File: src/rtl/mem_port_arbiter.sv
// Shares one handshaked single-port memory between fetch and data requesters.
// Tracks one outstanding transaction; data wins ties unless data went last.
module mem_port_arbiter #(
   parameter int AW = 32,
   parameter int DW = 32
) (
   input  logic          clk,
   input  logic          reset,
   input  logic          i_req,
   input  logic [AW-1:0] i_addr,
   input  logic          i_kill,
   output logic [DW-1:0] i_rdata,
   output logic          i_valid,
   input  logic          d_req,
   input  logic          d_we,
   input  logic [2:0]    d_size,
   input  logic [AW-1:0] d_addr,
   input  logic [DW-1:0] d_wdata,
   output logic [DW-1:0] d_rdata,
   output logic          d_valid,
   output logic          stall_i,
   output logic          stall_d,
   output logic          mem_req,
   output logic          mem_we,
   output logic [2:0]    mem_size,
   output logic [AW-1:0] mem_addr,
   output logic [DW-1:0] mem_wdata,
   input  logic          mem_ready,
   input  logic          mem_rvalid,
   input  logic [DW-1:0] mem_rdata
);

   typedef enum logic [2:0] {
      IDLE, I_REQ, I_RESP, D_REQ, D_RESP, I_DROP
   } state_t;

   state_t        state, stateNxt;
   logic          lastD, lastDNxt;
   logic          reqNxt, weNxt;
   logic [2:0]    sizeNxt;
   logic [AW-1:0] addrNxt;
   logic [DW-1:0] wdataNxt, iRdataNxt, dRdataNxt;
   logic          iValidNxt, dValidNxt;
   logic          iPend, dPend, grantI, grantD;

   assign stall_i = i_req & ~i_valid & ~i_kill;
   assign stall_d = d_req & ~d_valid;

   // A requester in its valid cycle still holds req for the finished access
   assign iPend  = i_req & ~i_kill & ~i_valid;
   assign dPend  = d_req & ~i_kill & ~d_valid;
   assign grantI = iPend & (~dPend | lastD);
   assign grantD = dPend & ~grantI;

   always_ff @(posedge clk or negedge reset) begin
      if (!reset) begin
         state     <= IDLE;
         lastD     <= 1'b0;
         mem_req   <= 1'b0;
         mem_we    <= 1'b0;
         mem_size  <= '0;
         mem_addr  <= '0;
         mem_wdata <= '0;
         i_rdata   <= '0;
         i_valid   <= 1'b0;
         d_rdata   <= '0;
         d_valid   <= 1'b0;
      end else begin
         state     <= stateNxt;
         lastD     <= lastDNxt;
         mem_req   <= reqNxt;
         mem_we    <= weNxt;
         mem_size  <= sizeNxt;
         mem_addr  <= addrNxt;
         mem_wdata <= wdataNxt;
         i_rdata   <= iRdataNxt;
         i_valid   <= iValidNxt;
         d_rdata   <= dRdataNxt;
         d_valid   <= dValidNxt;
      end
   end

   always_comb begin
      stateNxt  = state;
      lastDNxt  = lastD;
      reqNxt    = mem_req;
      weNxt     = mem_we;
      sizeNxt   = mem_size;
      addrNxt   = mem_addr;
      wdataNxt  = mem_wdata;
      iRdataNxt = i_rdata;
      dRdataNxt = d_rdata;
      iValidNxt = 1'b0;
      dValidNxt = 1'b0;
      unique case (state)
         IDLE: begin
            if (grantI) begin
               stateNxt = I_REQ;
               lastDNxt = 1'b0;
               reqNxt   = 1'b1;
               weNxt    = 1'b0;
               sizeNxt  = 3'b010;
               addrNxt  = i_addr;
               wdataNxt = '0;
            end else if (grantD) begin
               stateNxt = D_REQ;
               lastDNxt = 1'b1;
               reqNxt   = 1'b1;
               weNxt    = d_we;
               sizeNxt  = d_size;
               addrNxt  = d_addr;
               wdataNxt = d_wdata;
            end
         end
         I_REQ: begin
            if (i_kill) begin
               reqNxt   = 1'b0;
               stateNxt = mem_ready ? I_DROP : IDLE;
            end else if (mem_ready) begin
               reqNxt   = 1'b0;
               stateNxt = I_RESP;
            end
         end
         I_RESP: begin
            if (mem_rvalid) begin
               stateNxt = IDLE;
               if (!i_kill) begin
                  iRdataNxt = mem_rdata;
                  iValidNxt = 1'b1;
               end
            end else if (i_kill) begin
               stateNxt = I_DROP;
            end
         end
         D_REQ: begin
            if (mem_ready) begin
               reqNxt   = 1'b0;
               stateNxt = D_RESP;
            end
         end
         D_RESP: begin
            if (mem_rvalid) begin
               dRdataNxt = mem_rdata;
               dValidNxt = 1'b1;
               stateNxt  = IDLE;
            end
         end
         I_DROP: begin
            if (mem_rvalid) stateNxt = IDLE;
         end
         default: stateNxt = IDLE;
      endcase
   end

endmodule

File: config.mk
export PLATFORM = sky130hd
export DESIGN_NAME = mem_port_arbiter
export DESIGN_NICKNAME = d
export VERILOG_FILES = /design/src/rtl/mem_port_arbiter.sv
export SDC_FILE = /design/constraint.sdc
export NUM_CORES = 1
export LEC_CHECK = 0
export ABC_AREA = 0
export CAP_MARGIN = 20
export CORE_ASPECT_RATIO = 0.75
export CORE_MARGIN = 2
export CORE_UTILIZATION = 37
export DETAILED_ROUTE_END_ITERATION = 10
export PLACE_DENSITY = 0.77
export SETUP_SLACK_MARGIN = 0.1
export SLEW_MARGIN = 20
export SYNTH_ARGS = -nofsm -noshare
export SYNTH_HDL_FRONTEND = slang
export SYNTH_SLANG_ARGS = --single-unit
File: constraint.sdc
create_clock -name clk -period 2.01 [get_ports clk]
set_clock_uncertainty 0.2 [all_clocks]
set_input_delay 0.201 -clock clk [delete_from_list [all_inputs] [get_ports clk]]
set_output_delay 0.201 -clock clk [all_outputs]
set_load 0.05 [all_outputs]
==> ci_impl_report.md, run 1 <==
## Implementation flow summary

| Metric | Value |
|---|---|
| Status | complete, no violations |
| Switch share | a little under 50% |
| Yosys top cell by area | dfrtp_1 |
| Async SR Flop Fraction | 100% |
| Area grow syn2layout | 65.8% |
| Setup bufs post-CTS | 5 |
| Sequential power share | 27.8% |
| Critical Path Source | state[2] |
| Ant. Diodes | 0 |
| GRT Total Usage | around a fifth |
| DRT antenna net count | 0 |
| Worst R2R End | i_rdata[30] |
| CTS buffer count | 17 |
| Fin util | 62.3% |
| Setup WS post-layout | approximately 0.055 ns |
| Comb power frac | 55.7% |
| Worst Setup EP | i_rdata[30] |
| Hold_ws | 0.0884 ns |
| Router iterations before antenna repair | 5 |
| Clk slew on worst S/H paths | about 0.060 ns |
| Post-Synthesis Cell Area | 0.00569 mm² |
| Mux area share | 14.8% |
| Synth top area share | 61.2% |
| Crit path time final | 1.96 ns |
| Cell with the most instances after synthesis | dfrtp_1 |
| Iter 0 DRT Violations | between 200 and 250 |
| Placed Cells incl. Taps | 923 |
| R2R setup slack | 0.05 ns |
| Final instance area | 0.00943 mm² |
| Pre-Place Util | 37.6% |
| CORE AREA | 0.0151 mm² |
| Post-CTS sizing | 145 |
| Worst setup SP type | flop |
| Vias per cell | 4.85 |
| Synth cell count leaders | dfrtp_1 (139), a21oi_1 (66), nand2_1 (41) |
| Origin of the critical flop-to-flop path | state[2] |
| Chip height | 111 µm |
| EDFF count, synth | 0 |
| Global-route wire length before repair | 26.9 mm |
| Final Instance Count excl. Fillers | 965 |
| Hold Crit Class | input port to async pin |
| Achievable Freq | 511 MHz |
| Net switching power | around 8.6 mW |
| Gate Count Post-Synth | between 400 and 500 |
| Late-Pin Clk Latency | 0.41 ns |
| # IOs | 276 |
| Cell Type Count | 35 |
| Worst VDD drop | 1150 µV |
| Syn Area/Cell | 12.7 µm² |
| Worst Tran Pin Value | roughly 0.58 ns |
| Initial antenna violation count | 0 |
| Ys flops | about 140 |
| Port bufs | 275 |
| Clk pwr share | 16.5% |
| Relative slew slack | approximately three fifths |
| DR DRC count | 0 |
-- run 1: area by class of cell --
cell class	count	area, µm²
multi-input cells	274	2080
repair buffers	312	3040
clock buffers	21	460
fillers	1202	5700
inverters	3	15.0
clock inverters	11	96.3
flip-flops and latches	139	3480
well taps	205	256
-- run 1: critical path: cells and delay by family (launching register included) --
family | cells | cell delay, ns
buffers and inverters | 1 | 0.20
flip-flops | 1 | 0.40
multiplexers | 1 | 0.32
AND/OR/NAND/NOR | 2 | 0.69
-- run 1: registers in the layout, indices dropped and copies added (netlist names) --
register / cells
state: 3
mem_size: 3
mem_req: 1
mem_we: 1
d_rdata: 32
i_valid: 1
mem_wdata: 32
lastD: 1
mem_addr: 32
d_valid: 1
i_rdata: 32
-- run 1: layer usage --
| layer | GRT usage (%) | part of all wire [%] |
|---|---|---|
| met4 | 8.27 | 1.8 |
| met3 | 7.91 | 9.4 |
| met2 | 34.9 | 49 |
| met1 | 24.9 | 40 |
| met5 | 0 | 0 |
-- run 1: power by group through the flow --
stage / Sequential [mW] / Combinational [mW] / Clock, mW
final: 4.92 / 9.83 / 2.91
after global routing: 5.09 / 10.3 / 3.13
after CTS: 4.92 / 9.86 / 3.00
after detailed placement: 4.96 / 10.6 / 0
after global placement: 4.91 / 10.4 / 0
after floorplan: 9.36 / 2.45 / 0
-- run 1: placed cells by master (no fill, tap or decap), drive strengths merged, types with 2 or more instances in the layout --
master	instances
clkbuf	21
clkdlybuf4s50	136
inv	2
clkinv	5
mux2	65
buf	40
o21ai	5
nor3	2
nor2b	2
a2111oi	2
dlygate4sd2	135
nor2	40
dfrtp	139
nand2b	3
clkinvlp	6
a22o	36
nand2	41
a21oi	66
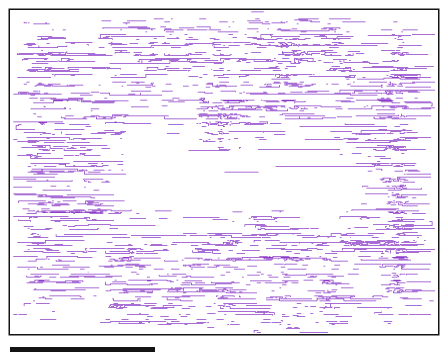
Run 1: signal wires on met1
Scale bar: 50 µm.
share of all routed wire: 40%
wire length on this layer: 6,810 µm
nets with wire on the layer: 753
longest straight run: 34.5 µm

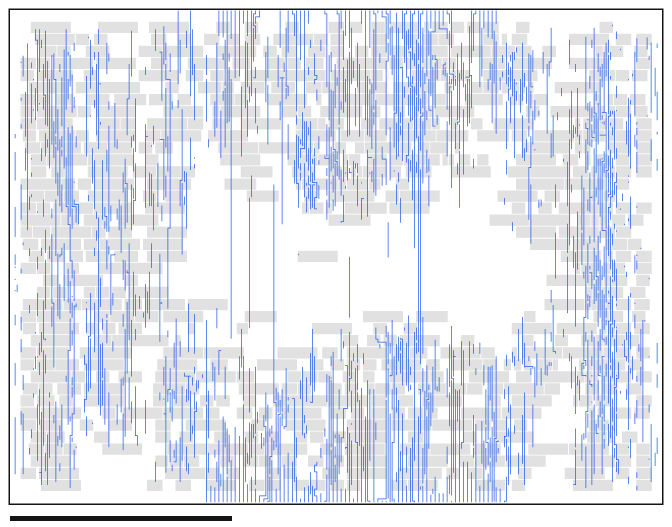
Run 1: metal 2
Scale bar: 50 µm.
longest straight run: 58.5 µm
nets with wire on the layer: 787
share of all routed wire: 49%
main direction: vertical

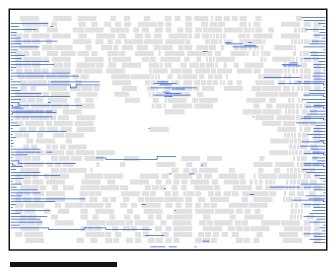
Run 1: the metal 3 layer
Scale bar: 50 µm.
share of all routed wire: 9.4%
nets with wire on the layer: 174

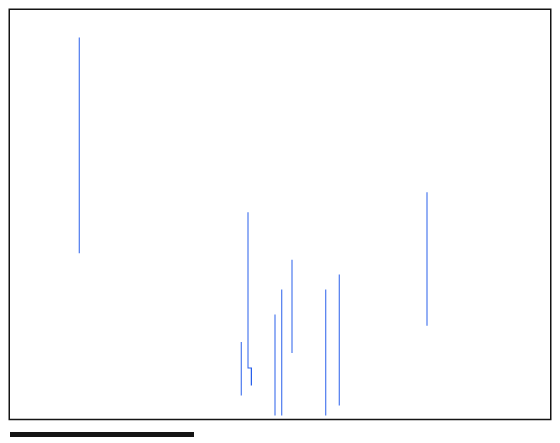
Run 1: metal 4
Scale bar: 50 µm.
wire length on this layer: 312 µm
nets with wire on the layer: 7
share of all routed wire: 1.8%

==> run 2, diff against run 1 <==
--- a/config.mk
+++ b/config.mk
@@ -13,7 +13,6 @@
 export DETAILED_ROUTE_END_ITERATION = 10
 export PLACE_DENSITY = 0.77
 export SETUP_SLACK_MARGIN = 0.1
-export SLEW_MARGIN = 20
 export SYNTH_ARGS = -nofsm -noshare
 export SYNTH_HDL_FRONTEND = slang
 export SYNTH_SLANG_ARGS = --single-unit
==> run 2 against run 1 <==
  * First-iteration DRC count unchanged
  * Die size unchanged
  * Via count unchanged
  * Synthesized cell count unchanged
  * Largest power group unchanged
  * Total power unchanged
  * Maximum frequency unchanged
  * Utilization unchanged
==> ci_impl_report.md, run 2 <==
## Implementation flow summary

| Metric | Value |
|---|---|
| Async SR Flop Fraction | 100% (unchanged) |
| Ant. Diodes | 0 (unchanged) |
| Placed Cells incl. Taps | 923 (unchanged) |
| Area grow syn2layout | 65.8% (unchanged) |
| # fillers | 1,202 (unchanged) |
| Status | complete, no violations |
| Dominant logic cell type in the layout | clkdlybuf4s50_1 |
| Cell Type Count | 35 (unchanged) |
| EDFF count, synth | 0 (unchanged) |
| Setup bufs post-CTS | 5 (unchanged) |
| GRT Total Usage | 21.0% (unchanged) |
| Vias per cell | 4.85 (unchanged) |
| CORE AREA | 0.0151 mm² (unchanged) |
| Final instance area | 0.00943 mm² (unchanged) |
| Crit path time final | 1.96 ns (unchanged) |
| Global-route wire length before repair | 26.9 mm (unchanged) |
| Ys flops | 139 (unchanged) |
| Top cells excl fill/tap | clkdlybuf4s50_1 (136), dfrtp_1 (135), dlygate4sd2_1 (135) |
| Setup WS post-layout | 0.0548 ns (unchanged) |
| Worst setup SP type | flop |
| Synth top area share | 61.2% (unchanged) |
| Port bufs | 275 (unchanged) |
| Syn Area/Cell | 12.7 µm² (unchanged) |
| Clk slew on worst S/H paths | 0.06 ns (about the same) |
| Final Instance Count excl. Fillers | 965 (unchanged) |
| Cell with the most instances after synthesis | dfrtp_1 |
| Chip height | 111 µm (unchanged) |
| Router iterations before antenna repair | 5 (unchanged) |
| Hold Crit Class | input port to async pin |
| Post-CTS sizing | 145 (unchanged) |
| Placed inst area | 0.00885 mm² |
| Worst Tran Pin Value | 0.581 ns (unchanged) |
| Synth cell count leaders | dfrtp_1 (139), a21oi_1 (66), nand2_1 (41) |
| # IOs | 276 (unchanged) |
| Post-Synthesis Cell Area | 0.00569 mm² (unchanged) |
| Initial antenna violation count | 0 (unchanged) |
| Fin util | 62.3% (unchanged) |
| Late-Pin Clk Latency | 0.41 ns (about the same) |
| Pre-Place Util | 37.6% (unchanged) |
| Yosys top cell by area | dfrtp_1 |
| R2R setup slack | 0.05 ns (about the same) |
| DR DRC count | 0 (unchanged) |
| CTS buffer count | 17 (unchanged) |
| Achievable Freq | 511 MHz (unchanged) |
| Worst VDD drop | 1150 µV (unchanged) |
| Hold_ws | 0.0884 ns (unchanged) |
[run 2: worst paths after layout]
path                       cells past startpoint        start            to
max                                            4     state[2]   i_rdata[30]
min                                            2        reset   i_rdata[28]
max reg2reg                                    4     state[2]   i_rdata[30]
min reg2reg                                    1  mem_size[2]   mem_size[2]
max in group asynchronous                      3        reset  mem_addr[11]
min in group clk                               3   d_addr[22]  mem_addr[22]
[run 2: report_power, final]
group	internal, mW	switching, mW	total (mW)
Combinational	3.20	6.64	9.83
Sequential	4.15	0.766	4.92
Clock	1.76	1.16	2.91
[run 2: layout make-up]
| class | instances | area, µm² | share of cell area [%] |
|---|---|---|---|
| flip-flops and latches | 139 | 3480 | 36.9 |
| repair buffers | 312 | 3040 | 32.2 |
| inverters | 3 | 15.0 | 0.159 |
| multi-input cells | 274 | 2080 | 22.0 |
| clock inverters | 11 | 96.3 | 1.02 |
| clock buffers | 21 | 460 | 4.88 |
| well taps | 205 | 256 | 2.72 |
[run 2: metal layers]
metal	global-route usage (%)	vias up	share of wire (%)
li1	-	2176	-
met4	8.27	0	1.8
met3	7.91	20	9.4
met5	0	-	0
met1	24.9	2266	40
met2	34.9	215	49
[run 2: cells by family after synthesis]
group	after synthesis	synth area share, %
and+or+nand+nor	93	7.24
xor gates and xnor gates	1	0.154
DFF	139	61.2
buffers and inverters	34	3.70
muxes	65	14.8
AOI/OAI and AO/OA	114	12.9
[run 2: worst max-delay path: cells and delay by family (launching register included)]
| family | cells | cell delay [ns] |
|---|---|---|
| simple gates | 2 | 0.69 |
| mux | 1 | 0.32 |
| buf+inv | 1 | 0.20 |
| flops | 1 | 0.40 |
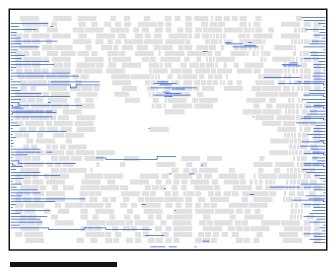
Run 2: the metal 3 layer
Scale bar: 50 µm.
main direction: horizontal
nets with wire on the layer: 174
longest straight run: 34.3 µm
share of all routed wire: 9.4%
wire length on this layer: 1,590 µm

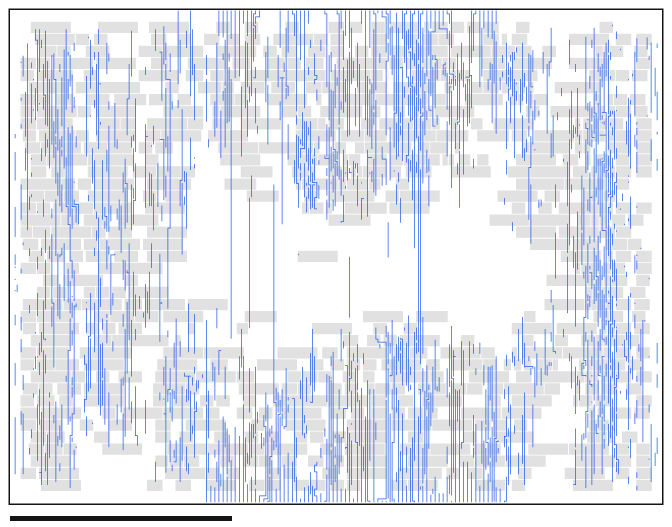
Run 2: metal 2
Scale bar: 50 µm.
share of all routed wire: 49%
longest straight run: 58.5 µm
main direction: vertical
nets with wire on the layer: 787

Power and IR drop assume default switching activity.
